### src/rtl/pipe_valid_controller.sv
// rtl/pipe_valid_controller.sv - 4-stage pipeline occupancy, stall, flush and halt sequencer
// Optional perf counters are built when PIPE_PERF_COUNTERS_EN is defined.
module pipe_valid_controller #(
    parameter int MEM_TIMEOUT = 255,
    parameter int CNT_W       = 32
) (
    input  logic             clk,
    input  logic             reset,
    input  logic             set_invalid_sig_to_fetch,
    input  logic             set_invalid_sig_to_rf_read,
    input  logic             dmem_waitrequest,
    input  logic             halt_req,
    output logic             valid_in_fetch_stage,
    output logic             valid_in_rf_read_stage,
    output logic             valid_in_execute_stage,
    output logic             valid_in_writeback_stage,
    output logic             pc_write_en,
    output logic             halted,
    output logic             mem_timeout_err,
    output logic [CNT_W-1:0] perf_retired,
    output logic [CNT_W-1:0] perf_flush,
    output logic [CNT_W-1:0] perf_stall
);

    typedef enum logic [2:0] {
        ST_START    = 3'd0,
        ST_RUN      = 3'd1,
        ST_MEM_WAIT = 3'd2,
        ST_DRAIN    = 3'd3,
        ST_HALTED   = 3'd4
    } state_t;

    localparam int TCNT_W = $clog2(MEM_TIMEOUT + 1);
    localparam logic [TCNT_W-1:0] TCNT_LAST = TCNT_W'(MEM_TIMEOUT - 1);

    state_t            state, state_next;
    logic              occ_f, occ_r, occ_e, occ_w;
    logic              mem_busy, adv, pipe_empty;
    logic [TCNT_W-1:0] tcnt;
    logic              err_q;

    assign mem_busy   = occ_e & dmem_waitrequest;
    assign pipe_empty = ~(occ_f | occ_r | occ_e | occ_w);

    always_ff @(posedge clk) begin
        if (reset) state <= ST_START;
        else       state <= state_next;
    end

    always_comb begin
        state_next = state;
        case (state)
            ST_START:    state_next = ST_RUN;
            ST_RUN: begin
                if (mem_busy)      state_next = ST_MEM_WAIT;
                else if (halt_req) state_next = ST_DRAIN;
            end
            ST_MEM_WAIT: if (!dmem_waitrequest) state_next = ST_RUN;
            ST_DRAIN:    if (pipe_empty) state_next = ST_HALTED;
            ST_HALTED:   if (!halt_req) state_next = ST_START;
            default:     state_next = ST_START;
        endcase
    end

    always_comb begin
        adv         = ((state == ST_RUN) || (state == ST_DRAIN)) && !mem_busy;
        halted      = (state == ST_HALTED);
        pc_write_en = adv && ((state == ST_RUN) || set_invalid_sig_to_fetch);
        valid_in_fetch_stage     = occ_f & adv;
        valid_in_rf_read_stage   = occ_r & adv;
        valid_in_execute_stage   = occ_e & adv;
        valid_in_writeback_stage = occ_w;
    end

    // Flushes only act on an advancing cycle; a stalled pipe keeps its contents and bubbles W.
    always_ff @(posedge clk) begin
        if (reset) begin
            occ_f <= 1'b0;
            occ_r <= 1'b0;
            occ_e <= 1'b0;
            occ_w <= 1'b0;
        end else if (adv) begin
            occ_f <= (state == ST_RUN) && !halt_req;
            occ_r <= occ_f & ~set_invalid_sig_to_fetch;
            occ_e <= occ_r & ~set_invalid_sig_to_rf_read;
            occ_w <= occ_e;
        end else begin
            occ_w <= 1'b0;
            if (state == ST_START) occ_f <= 1'b1;
        end
    end

    // tcnt saturates at the threshold so the error stays armed for arbitrarily long waits.
    always_ff @(posedge clk) begin
        if (reset) begin
            tcnt  <= '0;
            err_q <= 1'b0;
        end else if (state == ST_MEM_WAIT) begin
            if (!dmem_waitrequest) begin
                tcnt <= '0;
            end else if (tcnt == TCNT_LAST) begin
                err_q <= 1'b1;
            end else begin
                tcnt <= tcnt + 1'b1;
            end
        end
    end

    assign mem_timeout_err = err_q;

`ifdef PIPE_PERF_COUNTERS_EN
    logic [CNT_W-1:0] retired_q, flush_q, stall_q;

    always_ff @(posedge clk) begin
        if (reset) begin
            retired_q <= '0;
            flush_q   <= '0;
            stall_q   <= '0;
        end else begin
            if (occ_w && !(&retired_q)) retired_q <= retired_q + 1'b1;
            if (adv && set_invalid_sig_to_fetch && !(&flush_q)) flush_q <= flush_q + 1'b1;
            if ((state == ST_MEM_WAIT) && !(&stall_q)) stall_q <= stall_q + 1'b1;
        end
    end

    assign perf_retired = retired_q;
    assign perf_flush   = flush_q;
    assign perf_stall   = stall_q;
`else
    assign perf_retired = '0;
    assign perf_flush   = '0;
    assign perf_stall   = '0;
`endif

endmodule

### config.mk
export PLATFORM = sky130hd
export DESIGN_NAME = pipe_valid_controller
export DESIGN_NICKNAME = d
export VERILOG_FILES = /design/src/rtl/pipe_valid_controller.sv
export SDC_FILE = /design/constraint.sdc
export NUM_CORES = 1
export LEC_CHECK = 0
export CORE_AREA = 2 2 63 95
export DETAILED_ROUTE_END_ITERATION = 7
export DIE_AREA = 0 0 65 97
export HOLD_SLACK_MARGIN = 0.03
export PLACE_DENSITY = 0.68
export SETUP_SLACK_MARGIN = 0.05
export SLEW_MARGIN = 5
export SYNTH_ARGS = -nofsm -noshare
export SYNTH_HDL_FRONTEND = slang
export SYNTH_SLANG_ARGS = --single-unit
### constraint.sdc
create_clock -name clk -period 2 [get_ports clk]
set_clock_uncertainty 0.15 [all_clocks]
set_input_delay 0.3 -clock clk [delete_from_list [all_inputs] [get_ports clk]]
set_output_delay 0.3 -clock clk [all_outputs]
set_load 0.01 [all_outputs]
==> job_summary.md <==
### Yosys + OpenROAD results

| Metric | Value |
|---|---|
| Status | `completed` |
| Dominant cell type by area after synthesis | `buf_4` |
| DP Area | `0.00146 mm^2` |
| R2R Setup Slk | `0.22 ns` |
| Vias in the first global route | `838` |
| Synth top cells by count | `96 x buf_4, 16 x dfxtp_1, 11 x nand2_1` |
| Hold Crit Class | `reg2reg` |
| Metal3 WL | `298 um` |
| Worst-path clk slew | `0.06 ns` |
| Final core occ | `27.7%` |
| HPWL Detailed | `1960 um` |
| Buf+Inv Stages, Crit Path | `3` |
| Final setup margin | `0.0910 ns` |
| GPL Wtd Cong | `0.844` |
| Cell count after synthesis | `201` |
| Crit path max-delay family | `buffers and inverters` |
| Post-CTS Repair Setup Buffers | `0` |
| Port bufs | `12` |
| CP Class | `in2out` |
| Top post-synthesis cells by area | `buf_4 45%, dfxtp_1 20%, a21oi_1 3.2%` |
| Chip area in the Yosys report | `0.00159 mm^2` |
| Hold endpoint | `occ_r$_SDFFE_PP0N_` |
| Hold path depth | `2` |
| Count of library flops with an enable pin | `0` |
| Crit path cell chain | `clkdlybuf4s50_1, a21oi_2, buf_4, and3_1, dlygate4sd2_1` |
| # DRC | `0` |
| Arrival time at the worst endpoint | `1.46 ns` |
| Worst Hold Launch | `occ_r$_SDFFE_PP0N_` |
| CTS buffer count | `3` |
| # Cells Yosys | `201` |
| Critical path origin | `dmem_waitrequest` |
| TritonCTS clock tree | `built` |
| Unrepaired setup endpoints after global routing | `false` |
| Post_cts resized | `6` |
| CP endpoint kind | `primary output` |
| Hold WS | `0.343 ns` |
| Row count | `33` |
| 1st-pass router iterations | `4` |
| RR Endpoint | `tcnt[4]$_SDFFE_PP0P_` |
| Design Power | `759 uW` |
| Fin. max-slew vios | `0` |
cells by family after synthesis:
| group | count (synthesis) | share of synthesized area (%) |
|---|---|---|
| AOI/OAI and AO/OA | 30 | 11.9 |
| adders and majority gates | 2 | 1.58 |
| buffers and inverters | 104 | 47.9 |
| DFF | 16 | 20.2 |
| muxes | 2 | 1.34 |
| other | 1 | 0.237 |
| and+or+nand+nor | 46 | 16.8 |
cell type report:
class | count | area, um^2 | share of cell area, %
multi-input combinational | 176 | 873 | 58.3
sequential | 16 | 323 | 21.5
timing repair buffer | 20 | 166 | 11.1
tap | 70 | 87.6 | 5.84
clock buffer | 3 | 41.3 | 2.75
inverter | 2 | 7.51 | 0.501
report_power, final:
part	internal, mW	switching (mW)
sequential	0.329	0.0196
combinational	0.0478	0.127
clock	0.133	0.101
Fig. 1: routing congestion
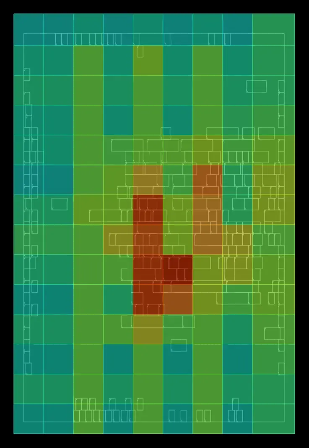
met2 usage: 13.4%
global routing's busiest layer: met2
Total GRT Usage: 7.61%

Fig. 2: cell classes on the final placement
The bar under the picture is 20 um long.
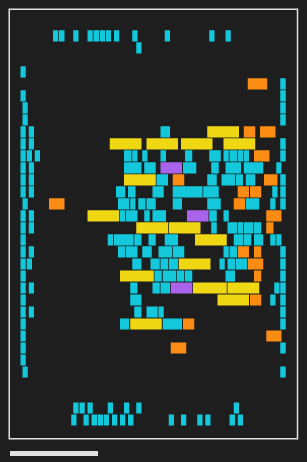
[remaining buffers and delay cells] orange | cells: 20 | share of their area: 12%
[registers] yellow | cells: 16 | share of their area: 23%
[remaining logic cells] cyan | cells: 178 | share of their area: 62%
[clock-net drivers] purple | cells: 3 | share of their area: 2.9%

Power figures rest on the tool's default switching activity, not on a simulated workload.
